$ cat src/rtl/fp_pkg.sv
// Shared definitions for the floating-point subtractor datapath.
// Contents:
//   state_t        - FSM encoding IDLE, ALIGN, SUB, NORM, PACK, DONE
//   exp_max(ew)    - all-ones biased exponent for an ew-bit exponent field
//   dp_w(mw)       - datapath width {carry, hidden, mantissa, G, R, S} = mw+5
//   qnan_pat(...)  - canonical quiet NaN {0, all-ones exponent, 1, zeros}
//   inf_mag(...)   - infinity magnitude {all-ones exponent, zeros}, no sign bit
package fp_pkg;

  typedef enum logic [2:0] {
    IDLE  = 3'd0,
    ALIGN = 3'd1,
    SUB   = 3'd2,
    NORM  = 3'd3,
    PACK  = 3'd4,
    DONE  = 3'd5
  } state_t;

  function automatic int exp_max(input int ew);
    return (1 << ew) - 1;
  endfunction

  function automatic int dp_w(input int mw);
    return mw + 5;
  endfunction

  // Patterns are built 64 bits wide and narrowed by the user to its format width.
  function automatic logic [63:0] qnan_pat(input int ew, input int mw);
    logic [63:0] p;
    p = '0;
    for (int i = mw; i < mw + ew; i++) p[i] = 1'b1;
    p[mw-1] = 1'b1;
    return p;
  endfunction

  function automatic logic [63:0] inf_mag(input int ew, input int mw);
    logic [63:0] p;
    p = '0;
    for (int i = mw; i < mw + ew; i++) p[i] = 1'b1;
    return p;
  endfunction

endpackage

$ cat src/rtl/fp_hizala_kaydirici.sv
// Alignment right shifter with sticky collection.
// Shifts the smaller operand's mantissa field {hidden, mantissa, G, R, S}
// right by the exponent difference; every bit shifted out is ORed into the
// LSB (sticky). A shift of W-1 or more leaves only the sticky bit.
// Ports:
//   din   [W-1:0]    mantissa field to align
//   shamt [SH_W-1:0] exponent difference (unsigned)
//   dout  [W-1:0]    aligned field with sticky in bit 0
module fp_hizala_kaydirici #(
  parameter int W    = 27,
  parameter int SH_W = 8
) (
  input  logic [W-1:0]    din,
  input  logic [SH_W-1:0] shamt,
  output logic [W-1:0]    dout
);

  logic [W-1:0] lost_mask;
  logic         sticky;

  always_comb begin
    lost_mask = '0;
    sticky    = 1'b0;
    dout      = '0;
    if (32'(shamt) >= 32'(W - 1)) begin
      dout = {{(W-1){1'b0}}, |din};
    end else begin
      lost_mask = ~({W{1'b1}} << shamt);
      sticky    = |(din & lost_mask);
      dout      = din >> shamt;
      dout[0]   = dout[0] | sticky;
    end
  end

endmodule

$ cat src/rtl/fp_cikarma.sv
// Multi-cycle IEEE-754 subtractor: fark_o = g1_i - g2_i.
// Subnormal inputs are flushed to signed zero; results that underflow are
// flushed to signed zero and results that overflow become signed infinity.
// Build option: define FP_CIKARMA_RNE_EN for round-to-nearest-even in PACK;
// otherwise the result is truncated (round toward zero).
// Ports:
//   clk_i    rising-edge clock
//   rst_ni   asynchronous active-low reset, drops any operation in flight
//   valid_i  operands valid (taken only when ready_o is high)
//   ready_o  high only in IDLE
//   g1_i     minuend
//   g2_i     subtrahend
//   valid_o  result valid, held until ready_i
//   ready_i  downstream accepts result
//   fark_o   difference
module fp_cikarma #(
  parameter int b = 32,
  parameter int e = 8,
  parameter int m = 23
) (
  input  logic         clk_i,
  input  logic         rst_ni,
  input  logic         valid_i,
  output logic         ready_o,
  input  logic [b-1:0] g1_i,
  input  logic [b-1:0] g2_i,
  output logic         valid_o,
  input  logic         ready_i,
  output logic [b-1:0] fark_o
);

  import fp_pkg::*;

  localparam int DW = dp_w(m);   // {carry, hidden, m, G, R, S}
  localparam int MW = DW - 1;    // {hidden, m, G, R, S}
  localparam int XW = e + 2;     // signed exponent with head-room both ways
  localparam logic [e-1:0]          EXP_ONES = '1;
  localparam logic signed [XW-1:0]  EMAX_X   = XW'(exp_max(e));
  localparam logic signed [XW-1:0]  ZERO_X   = '0;
  localparam logic signed [XW-1:0]  ONE_X    = XW'(1);
  localparam logic [b-1:0]          QNAN     = b'(qnan_pat(e, m));
  localparam logic [b-2:0]          INF_M    = (b-1)'(inf_mag(e, m));

  state_t state_q, state_d;

  logic [b-1:0]           op1_q, op2_q;
  logic                   sgn_q, eff_sub_q;
  logic signed [XW-1:0]   exp_q;
  logic [MW-1:0]          ma_q, mb_q, mnt_q;
  logic [b-1:0]           fark_q;

  // ALIGN: operand decode, special cases and magnitude ordering
  logic         s1, s2;
  logic [e-1:0] e1, e2, ea, eb;
  logic [m-1:0] f1, f2, fz1, fz2, fa, fb;
  logic         nan1, nan2, inf1, inf2, g1_big;
  logic         sp_hit;
  logic [b-1:0] sp_val;
  logic [MW-1:0] mb_in, mb_al;

  assign s1  = op1_q[b-1];
  assign s2  = op2_q[b-1];
  assign e1  = op1_q[b-2:m];
  assign e2  = op2_q[b-2:m];
  assign f1  = op1_q[m-1:0];
  assign f2  = op2_q[m-1:0];
  assign nan1 = (e1 == EXP_ONES) && (f1 != '0);
  assign nan2 = (e2 == EXP_ONES) && (f2 != '0);
  assign inf1 = (e1 == EXP_ONES) && (f1 == '0);
  assign inf2 = (e2 == EXP_ONES) && (f2 == '0);
  // Subnormals carry exponent 0; dropping the fraction makes them signed zero.
  assign fz1 = (e1 == '0) ? '0 : f1;
  assign fz2 = (e2 == '0) ? '0 : f2;
  assign g1_big = {e1, fz1} >= {e2, fz2};
  assign ea = g1_big ? e1 : e2;
  assign eb = g1_big ? e2 : e1;
  assign fa = g1_big ? fz1 : fz2;
  assign fb = g1_big ? fz2 : fz1;
  assign mb_in = {(eb != '0), fb, 3'b000};

  always_comb begin
    sp_hit = 1'b1;
    sp_val = QNAN;
    if (nan1 || nan2)       sp_val = QNAN;
    else if (inf1 && inf2)  sp_val = (s1 == s2) ? QNAN : {s1, INF_M};
    else if (inf1)          sp_val = {s1, INF_M};
    else if (inf2)          sp_val = {~s2, INF_M};
    else                    sp_hit = 1'b0;
  end

  fp_hizala_kaydirici #(
    .W   (MW),
    .SH_W(e)
  ) u_hizala (
    .din  (mb_in),
    .shamt(ea - eb),
    .dout (mb_al)
  );

  // SUB: |A| >= |B| keeps the effective subtraction non-negative
  logic [DW-1:0] sum;
  logic [MW-1:0] sub_mnt;

  always_comb begin
    sum     = eff_sub_q ? ({1'b0, ma_q} - {1'b0, mb_q})
                        : ({1'b0, ma_q} + {1'b0, mb_q});
    sub_mnt = sum[DW-1] ? {sum[DW-1:2], sum[1] | sum[0]} : sum[MW-1:0];
  end

  // NORM: one left shift per cycle until the hidden position is set
  logic norm_done;
  assign norm_done = mnt_q[MW-1] || (mnt_q == '0);

  // PACK: rounding and range handling
  logic [m-1:0]         frac_t, frac_p;
  logic signed [XW-1:0] exp_r;
  logic [b-1:0]         pack_val;

  always_comb begin
    frac_t = mnt_q[MW-2:3];
    frac_p = frac_t;
    exp_r  = exp_q;
`ifdef FP_CIKARMA_RNE_EN
    if (mnt_q[2] && (mnt_q[1] || mnt_q[0] || frac_t[0])) begin
      if (&frac_t) begin
        frac_p = '0;
        exp_r  = exp_q + ONE_X;
      end else begin
        frac_p = frac_t + m'(1);
      end
    end
`endif
    if (mnt_q == '0)          pack_val = '0;
    else if (exp_r <= ZERO_X) pack_val = {sgn_q, {(b-1){1'b0}}};
    else if (exp_r >= EMAX_X) pack_val = {sgn_q, INF_M};
    else                      pack_val = {sgn_q, exp_r[e-1:0], frac_p};
  end

  // FSM state register
  always_ff @(posedge clk_i or negedge rst_ni) begin
    if (!rst_ni) state_q <= IDLE;
    else         state_q <= state_d;
  end

  always_comb begin
    state_d = state_q;
    ready_o = 1'b0;
    valid_o = 1'b0;
    case (state_q)
      IDLE: begin
        ready_o = 1'b1;
        if (valid_i) state_d = ALIGN;
      end
      ALIGN: state_d = sp_hit ? DONE : SUB;
      SUB:   state_d = NORM;
      NORM:  if (norm_done) state_d = PACK;
      PACK:  state_d = DONE;
      DONE: begin
        valid_o = 1'b1;
        if (ready_i) state_d = IDLE;
      end
      default: state_d = IDLE;
    endcase
  end

  // Datapath registers, advanced per FSM state
  always_ff @(posedge clk_i or negedge rst_ni) begin
    if (!rst_ni) begin
      op1_q     <= '0;
      op2_q     <= '0;
      sgn_q     <= 1'b0;
      eff_sub_q <= 1'b0;
      exp_q     <= '0;
      ma_q      <= '0;
      mb_q      <= '0;
      mnt_q     <= '0;
      fark_q    <= '0;
    end else begin
      case (state_q)
        IDLE: begin
          if (valid_i) begin
            op1_q <= g1_i;
            op2_q <= g2_i;
          end
        end
        ALIGN: begin
          if (sp_hit) begin
            fark_q <= sp_val;
          end else begin
            sgn_q     <= g1_big ? s1 : ~s2;
            eff_sub_q <= (s1 == s2);
            exp_q     <= $signed({2'b00, ea});
            ma_q      <= {(ea != '0), fa, 3'b000};
            mb_q      <= mb_al;
          end
        end
        SUB: begin
          mnt_q <= sub_mnt;
          if (sum[DW-1]) exp_q <= exp_q + ONE_X;
        end
        NORM: begin
          if (!norm_done) begin
            mnt_q <= {mnt_q[MW-2:0], 1'b0};
            exp_q <= exp_q - ONE_X;
          end
        end
        PACK: fark_q <= pack_val;
        default: ;
      endcase
    end
  end

  assign fark_o = fark_q;

endmodule

$ cat config.mk
export PLATFORM = sky130hd
export DESIGN_NAME = fp_cikarma
export DESIGN_NICKNAME = d
export VERILOG_FILES = /design/src/rtl/fp_pkg.sv /design/src/rtl/fp_hizala_kaydirici.sv /design/src/rtl/fp_cikarma.sv
export SDC_FILE = /design/constraint.sdc
export NUM_CORES = 1
export LEC_CHECK = 0
export CAP_MARGIN = 0
export CELL_PAD_IN_SITES_DETAIL_PLACEMENT = 1
export CELL_PAD_IN_SITES_GLOBAL_PLACEMENT = 1
export CORE_ASPECT_RATIO = 1.5
export CORE_MARGIN = 10
export CORE_UTILIZATION = 50
export CTS_BUF_LIST = sky130_fd_sc_hd__clkbuf_4
export DETAILED_ROUTE_END_ITERATION = 10
export PLACE_DENSITY = 0.85
export SYNTH_ARGS = -nofsm -noshare
export SYNTH_HDL_FRONTEND = slang
export SYNTH_SLANG_ARGS = --single-unit
$ cat constraint.sdc
create_clock -name clk_i -period 11.7 [get_ports clk_i]
set_clock_uncertainty 0.1 [all_clocks]
set_input_delay 1.755 -clock clk_i [delete_from_list [all_inputs] [get_ports clk_i]]
set_output_delay 1.755 -clock clk_i [all_outputs]
set_load 0.05 [all_outputs]
Figure 1. Cell outlines without signal wires (run 1).
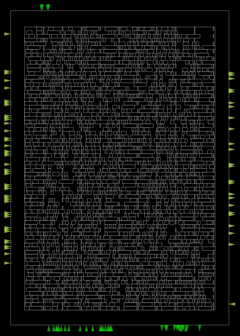
Seq/total area: 29.2%
Fill cells: 3549
final core utilization: 56.3%

Figure 2. Met3 routing (run 1).
Drawn at 1.5 px/um.
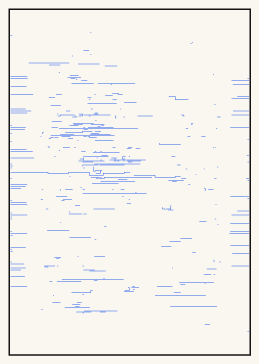
share of all routed wire = 3.8%
nets with wire on the layer = 193
longest straight run = 52.2 um
M3 GR Usage: 4.00%
vias: 14044

Figure 3. Where the registers sit (run 1).
Drawn at 2 px/um. Other sequential cells in the stronger grey, the rest of the logic in the fainter grey.
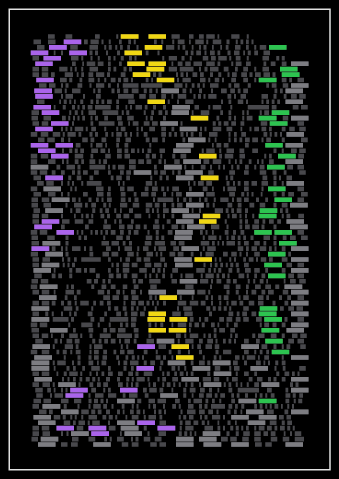
purple -> op1_q  # flops 32
yellow -> ma_q  # flops 24
green -> mnt_q  # flops 27
register area: 4730 um2

## run 1: metal layers
metal  up-vias  track usage, %
li1       6528               -
met1      6947            29.0
met2       399            50.0
met3       170            4.00
met4         0            17.8
met5         -               0
## run 1: worst paths after layout
check                                           start                endpoint  depth (start not counted)
worst max-delay path            op1_q[27]$_DFFE_PN0P_     mb_q[1]$_DFFE_PN0P_                         22
worst min register to register      sgn_q$_DFFE_PN0P_       sgn_q$_DFFE_PN0P_                          2
worst min-delay path                sgn_q$_DFFE_PN0P_       sgn_q$_DFFE_PN0P_                          2
max in group asynchronous                      rst_ni    op1_q[8]$_DFFE_PN0P_                          3
worst max register to register  op1_q[27]$_DFFE_PN0P_     mb_q[1]$_DFFE_PN0P_                         22
min in group asynchronous                      rst_ni  state_q[0]$_DFFE_PN0P_                          1
## run 1: flip-flops by register name, indices dropped and copies added, names as in the netlist
| signal | flops |
|---|---|
| eff_sub_q | 1 |
| exp_q | 10 |
| fark_o | 32 |
| ma_q | 24 |
| mb_q | 27 |
| mnt_q | 27 |
| op1_q | 32 |
| op2_q | 32 |
| sgn_q | 1 |
| state_q | 3 |
## run 1: cell families (layout without fill, tap and decap cells)
kind of cell | count (synthesis) | in the layout | synth area share (%)
AOI/OAI and AO/OA | 583 | 583 | 25.4
xor gates and xnor gates | 33 | 33 | 1.98
adders and majority gates | 92 | 92 | 7.97
buffers and inverters | 209 | 260 | 5.56
DFF | 189 | 189 | 32.3
muxes | 110 | 110 | 8.75
other | 0 | 1 | 0
and+or+nand+nor | 561 | 561 | 18.0
## run 1: worst min-delay path, stage by stage, from the launching register on
cell     delay, ns
dfrtp_1       0.39
nand2_1       0.05
o21ai_0       0.06
==> Changelog: implementation, run 1 <==
### Changed

- Status: complete, no violations
- Hold_ws: 0.424 ns
- Post-synth top flop: dfrtp_1
- Top-count cell post-synth: dfrtp_1
- Clk tree area frac: 1.94%
- Largest cell class: logic gates
- Fmax: 130 MHz
- Routed len/inst: 23.0 um
- Ys flops: 189
- Startpoint Class: flop
- Gr ovfl total: 0
- Top cells, area: dfrtp_1 (32%), ha_1 (7.7%), o21ai_0 (6.0%)
- Syn nets: 1937
- Logic cell area: 9100 um2
- Tap cells: 390
- CP Max Fanout: 36
- Initial antenna violation count: 1
- Vias in the first global route: 14873
- Inverters excl. clock: 106
- Top Metal Used: met4
- Share of post-route cells with drive strength above 1: 8.32%
- Crit path time final: 7.66 ns
- Worst slew margin: 27.3%
- Die W: 160 um
- First-pass GRT wire length: 81500 um
- Syn avg cell area: 8.23 um2
- Nets: 1976
- RSZ-0062 raised after global routing: false
- Setup Buffers After CTS: 0
- Detailed placement HPWL: 40500 um
- Crit. End Element: flop
- Post-Route WL: 51000 um
- Sequential fraction of the synthesis area: 32.3%
- Wl on met1: 19200 um
- Yosys top cell area share: 32.3%
- # Cells Yosys: 1777
- TritonCTS Buffers: 17
- Mi-comb count: 1379
- Dpl cells: 2187
- Diodes inserted: 1
- Non-filler instance count after layout: 2219
- Late-Pin Clk Latency: 0.68 ns
- Measured slew at the worst slew-check pin: 1.08 ns
- Fin worst setup slack: 4.04 ns
- Worst endpoint required time: 12.18 ns
- CTS root buf: clkbuf_4
- Registers: 189
- Cell family with most CP delay: AND-OR/OR-AND gates
- Slowest stage cell, crit path: a21o_1
- Via/cell ratio: 6.33
- Maximum single-stage delay on the critical path: 0.79 ns
- Starting Density: 50.8%
- Metal2 WL: 26400 um
- Mapped cell area: 14600 um2
- Post-synth EDFFs: 0
- Tool Warnings: 51
- Yosys warnings: 0
- Buffers and inverters on the worst path: 1
- Final hold viol count: 0
- Placer congestion estimate: 1.01
- DIE HEIGHT: 229 um
- IO Port Bufs: 101
- Placed Area: 15900 um2
- Bufs w/o clock: 123
- TritonCTS clock tree: done
- WL met3: 1940 um
- Commonest cells in the synthesized netlist: dfrtp_1 (189), nand2_1 (188), o21ai_0 (174), a21oi_1 (158), nor2_1 (153)
- Period utilization: 65.5%
- # clk buffers: 18
- DRC viols: 0
- Area delta synth->final: 10.8%
- Fin area: 16200 um2
- CTS Hold Bufs: 0
- Min-Delay Path Class: flop to flop
- Resized cells post-CTS: 0
- Fraction of registers with async set/reset: 100%
- I/O pin count: 102
- Core Box Area: 28800 um2
- Detailed Route Iter0 Violations: 712
==> run 1 -> run 2 <==
CORE_UTILIZATION = 47   (was 50)
PLACE_DENSITY = 0.8   (was 0.85)
clock period = 7.35 ns   (was 11.7 ns; I/O delays follow)
Figure 4. Where the registers sit (run 2).
Drawn at 2 px/um. Other sequential cells in the stronger grey, the rest of the logic in the fainter grey.
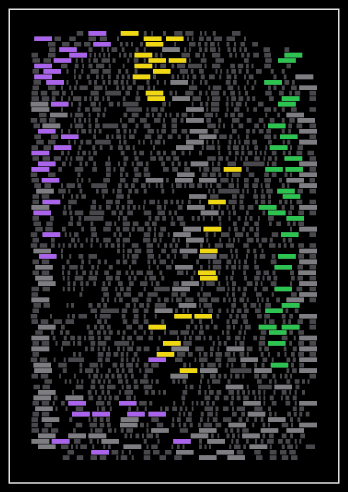
yellow -> ma_q  # flops 24
green -> mnt_q  # flops 27
purple -> op1_q  # flops 32
final core utilization: 52.9%
Seq/total area: 29.0%

==> run 2 against run 1 <==
Compared with the run above: final area grew 0.66%; sequential share of layout area shrank 0.19 points; clock-buffer cell count is the same; routed wire length shrank 0.93%; final cell count grew 1.3%; register-to-register slack lost 3.0 ns; global-route usage shrank 1.6 points; worst hold slack lost 0.17 ns; setup slack lost 3.0 ns; via count shrank 0.97%.
==> Changelog: implementation, run 2 <==
### Changed

- Yosys top cell area share: 32.3% (unchanged)
- Crit path time final: 6.31 ns (was 7.66 ns)
- Netlist cell types: 80 (unchanged)
- Post-synth top flop: dfrtp_1 (unchanged)
- Late-Pin Clk Latency: 0.67 ns (was 0.68 ns)
- Area delta synth->final: 11.6% (was 10.8%)
- Critical Path AT: 6.80 ns (was 8.15 ns)
- Initial antenna violation count: 2 (was 1)
- Crit-path cells: nor4_1 > nand2_1 > buf_4 > and2_1 > ha_1 > nand4_1 > nor4_2 > o41ai_1 > a31o_2 > nand2_2 > a21oi_1 > ha_1 > and3_1 > a41o_1 > a311oi_4 > o21a_1 > o311a_1 > a21o_1 > nor3_1 > mux4_2 > a22o_1 (was nor4_1 > nand2_1 > nand2_1 > inv_1 > ha_1 > a211oi_1 > o21ai_0 > o21ai_0 > a31o_2 > nand2_2 > nor2_1 > a21oi_1 > ha_1 > and3_1 > a41o_1 > a311oi_4 > o21a_1 > o311a_1 > a21o_1 > nor3_1 > mux4_2 > a22o_1)
- IO Port Bufs: 101 (unchanged)
- Mapped cell area: 14600 um2 (unchanged)
- Global Route Usage Sum: 25.9% (was 27.5%)
- Startpoint Class: flop (unchanged)
- Detailed Route Iter0 Violations: 779 (was 712)
- Pre-antenna DRT Iters: 5 (was 6)
- Max-slew violation count: 0 (unchanged)
- Detailed placement HPWL: 40700 um (was 40500 um)
- Nets: 1988 (was 1976)
- Yosys chip area: 14600 um2 (unchanged)
- Yosys simple share: 18.0% (unchanged)
- Fraction of registers with async set/reset: 100% (unchanged)
- Share of post-route cells with drive strength above 1: 8.91% (was 8.32%)
- Sequential fraction of the synthesis area: 32.3% (unchanged)
- Largest net degree at the start of global routing: 85 (was 84)
- CP Max Fanout: 26 (was 36)
- Most numerous logic cells after layout: dfrtp_1 (189), nand2_1 (187), o21ai_0 (174), a21oi_1 (158), nor2_1 (153) (unchanged)
- AO/OA Area Share: 25.4% (unchanged)
- Die W: 164 um (was 160 um)
- Top cell type by total area after synthesis: dfrtp_1 (unchanged)
- Adders+Majority by Area: 7.97% (unchanged)
- Cell family with most CP delay: AND-OR/OR-AND gates (unchanged)
- Vias in the first global route: 14600 (was 14873)
- Vias: 13908 (was 14044)
- First-pass GRT wire length: 80100 um (was 81500 um)
- Resized cells post-CTS: 0 (unchanged)
- Tool Warnings: 51 (unchanged)
- Antenna-violating nets left: 0 (unchanged)
- Top-count cell post-synth: dfrtp_1 (unchanged)
- Top cells, area: dfrtp_1 (32%), ha_1 (7.7%), o21ai_0 (6.0%) (unchanged)
- RSZ-0062 raised after global routing: false (unchanged)
- Clock sinks: 189 (unchanged)
- H-tree depth: 4 (unchanged)
- Worst slew margin: 20.4% (was 27.3%)
- Final setup viols: 0 (unchanged)
- Setup Buffers After CTS: 0 (unchanged)
- Non-filler instance count after layout: 2248 (was 2219)
- Final hold viol count: 0 (unchanged)
- CTS Hold Bufs: 0 (unchanged)
- Fill cells: 3700 (was 3549)
- Slowest stage cell, crit path: a21o_1 (unchanged)
- DIE HEIGHT: 236 um (was 229 um)
- Measured slew at the worst slew-check pin: 1.19 ns (was 1.08 ns)
- Syn avg cell area: 8.23 um2 (unchanged)
- DRC viols: 0 (unchanged)
- Gr ovfl total: 0 (unchanged)
- Post-synth EDFFs: 0 (unchanged)
- Cells after Synth: 1777 (unchanged)
- Routed len/inst: 22.5 um (was 23.0 um)
- Clock Tree Buf Depth: 2 (unchanged)
- Hold_ws: 0.259 ns (was 0.424 ns)
- Yosys warnings: 0 (unchanged)
- Post-Route WL: 50500 um (was 51000 um)
- MaxCap Viol Count: 0 (unchanged)
- Via/cell ratio: 6.19 (was 6.33)
- Maximum single-stage delay on the critical path: 0.53 ns (was 0.79 ns)
- # Cells Yosys: 1777 (unchanged)
- CP Class: flop to flop (unchanged)
- Commonest Layout Cell: dfrtp_1 (unchanged)
- Crit. End Element: flop (unchanged)
- I/O pin count: 102 (unchanged)
- Worst endpoint required time: 7.84 ns (was 12.18 ns)
- TritonCTS clock tree: done (unchanged)
- TritonCTS Buffers: 17 (unchanged)
- Fmax: 158 MHz (was 130 MHz)
- Chip area: 38700 um2 (was 36600 um2)
- Dpl cells: 2214 (was 2187)
- Min-Delay Path Class: input port to async pin (was flop to flop)
- Starting Density: 47.4% (was 50.8%)
- CTS root buf: clkbuf_4 (unchanged)
- Most used cell along the critical path: ha_1
- Period utilization: 85.8% (was 65.5%)
- Syn nets: 1937 (unchanged)
- Worst slack, placed: 1.12 ns (was 4.18 ns)
- Fin worst setup slack: 1.04 ns (was 4.04 ns)
- Status: complete, no violations (unchanged)
- Ys flops: 189 (unchanged)
- Placer congestion estimate: 0.971 (was 1.01)
- Commonest cells in the synthesized netlist: dfrtp_1 (189), nand2_1 (188), o21ai_0 (174), a21oi_1 (158), nor2_1 (153) (unchanged)
- Largest family of logic cells by area: AND-OR/OR-AND gates (unchanged)
- MUX share of area: 8.75% (unchanged)
- Reg clk slew, reported paths: 0.17 ns (was 0.16 ns)
- Post-Synth XOR/XNOR Area: 1.98% (unchanged)
- Setup_tns: 0 ns (unchanged)
- Buffers and inverters on the worst path: 1 (unchanged)
Figure 5. Cell outlines without signal wires (run 2).
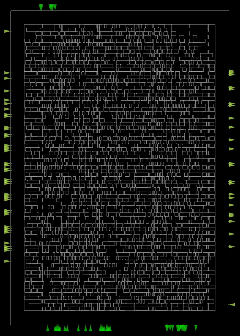
Core Box Area: 30800 um2
Core Rows: 79
tap cells: 405

-- run 2: area by class of cell --
| class | count | area, um2 | share of cell area [%] |
|---|---|---|---|
| Clock buffer | 18 | 135 | 0.828 |
| Inverter | 106 | 398 | 2.44 |
| Sequential cell | 189 | 4730 | 29.0 |
| Antenna cell | 2 | 5.00 | 0.0307 |
| Tap cell | 405 | 507 | 3.10 |
| Timing Repair Buffer | 135 | 1270 | 7.78 |
| Multi-Input combinational cell | 1379 | 9090 | 55.7 |
| Clock inverter | 14 | 183 | 1.12 |
-- run 2: per-stage QoR --
stage | area (um2)
5_1_grt | 16300
4_1_cts | 16300
6_report | 16300
3_3_place_gp | 16000
3_5_place_dp | 16000
2_1_floorplan | 14600
-- run 2: metal layers --
layer  global-route usage, %  routed length, um  vias up
met5                       0                  0        -
met4                    14.4               2720        0
met3                    3.45               1540      134
met2                    47.3              26700      345
met1                    27.7              19500     6871
li1                        -                  -     6558
-- run 2: final timing paths --
path	start	to	slack [ns]	cells after the start
hold reg to reg	fark_o[31]$_DFFE_PN0P_	fark_o[31]$_DFFE_PN0P_	0.41	2
max in group asynchronous	rst_ni	eff_sub_q$_DFFE_PN0P_	5.62	2
setup reg to reg	op1_q[23]$_DFFE_PN0P_	mb_q[1]$_DFFE_PN0P_	1.04	21
hold / removal	rst_ni	state_q[2]$_DFFE_PN0P_	0.26	1
setup / recovery	op1_q[23]$_DFFE_PN0P_	mb_q[1]$_DFFE_PN0P_	1.04	21
min in group clk_i	fark_o[31]$_DFFE_PN0P_	fark_o[31]$_DFFE_PN0P_	0.41	2
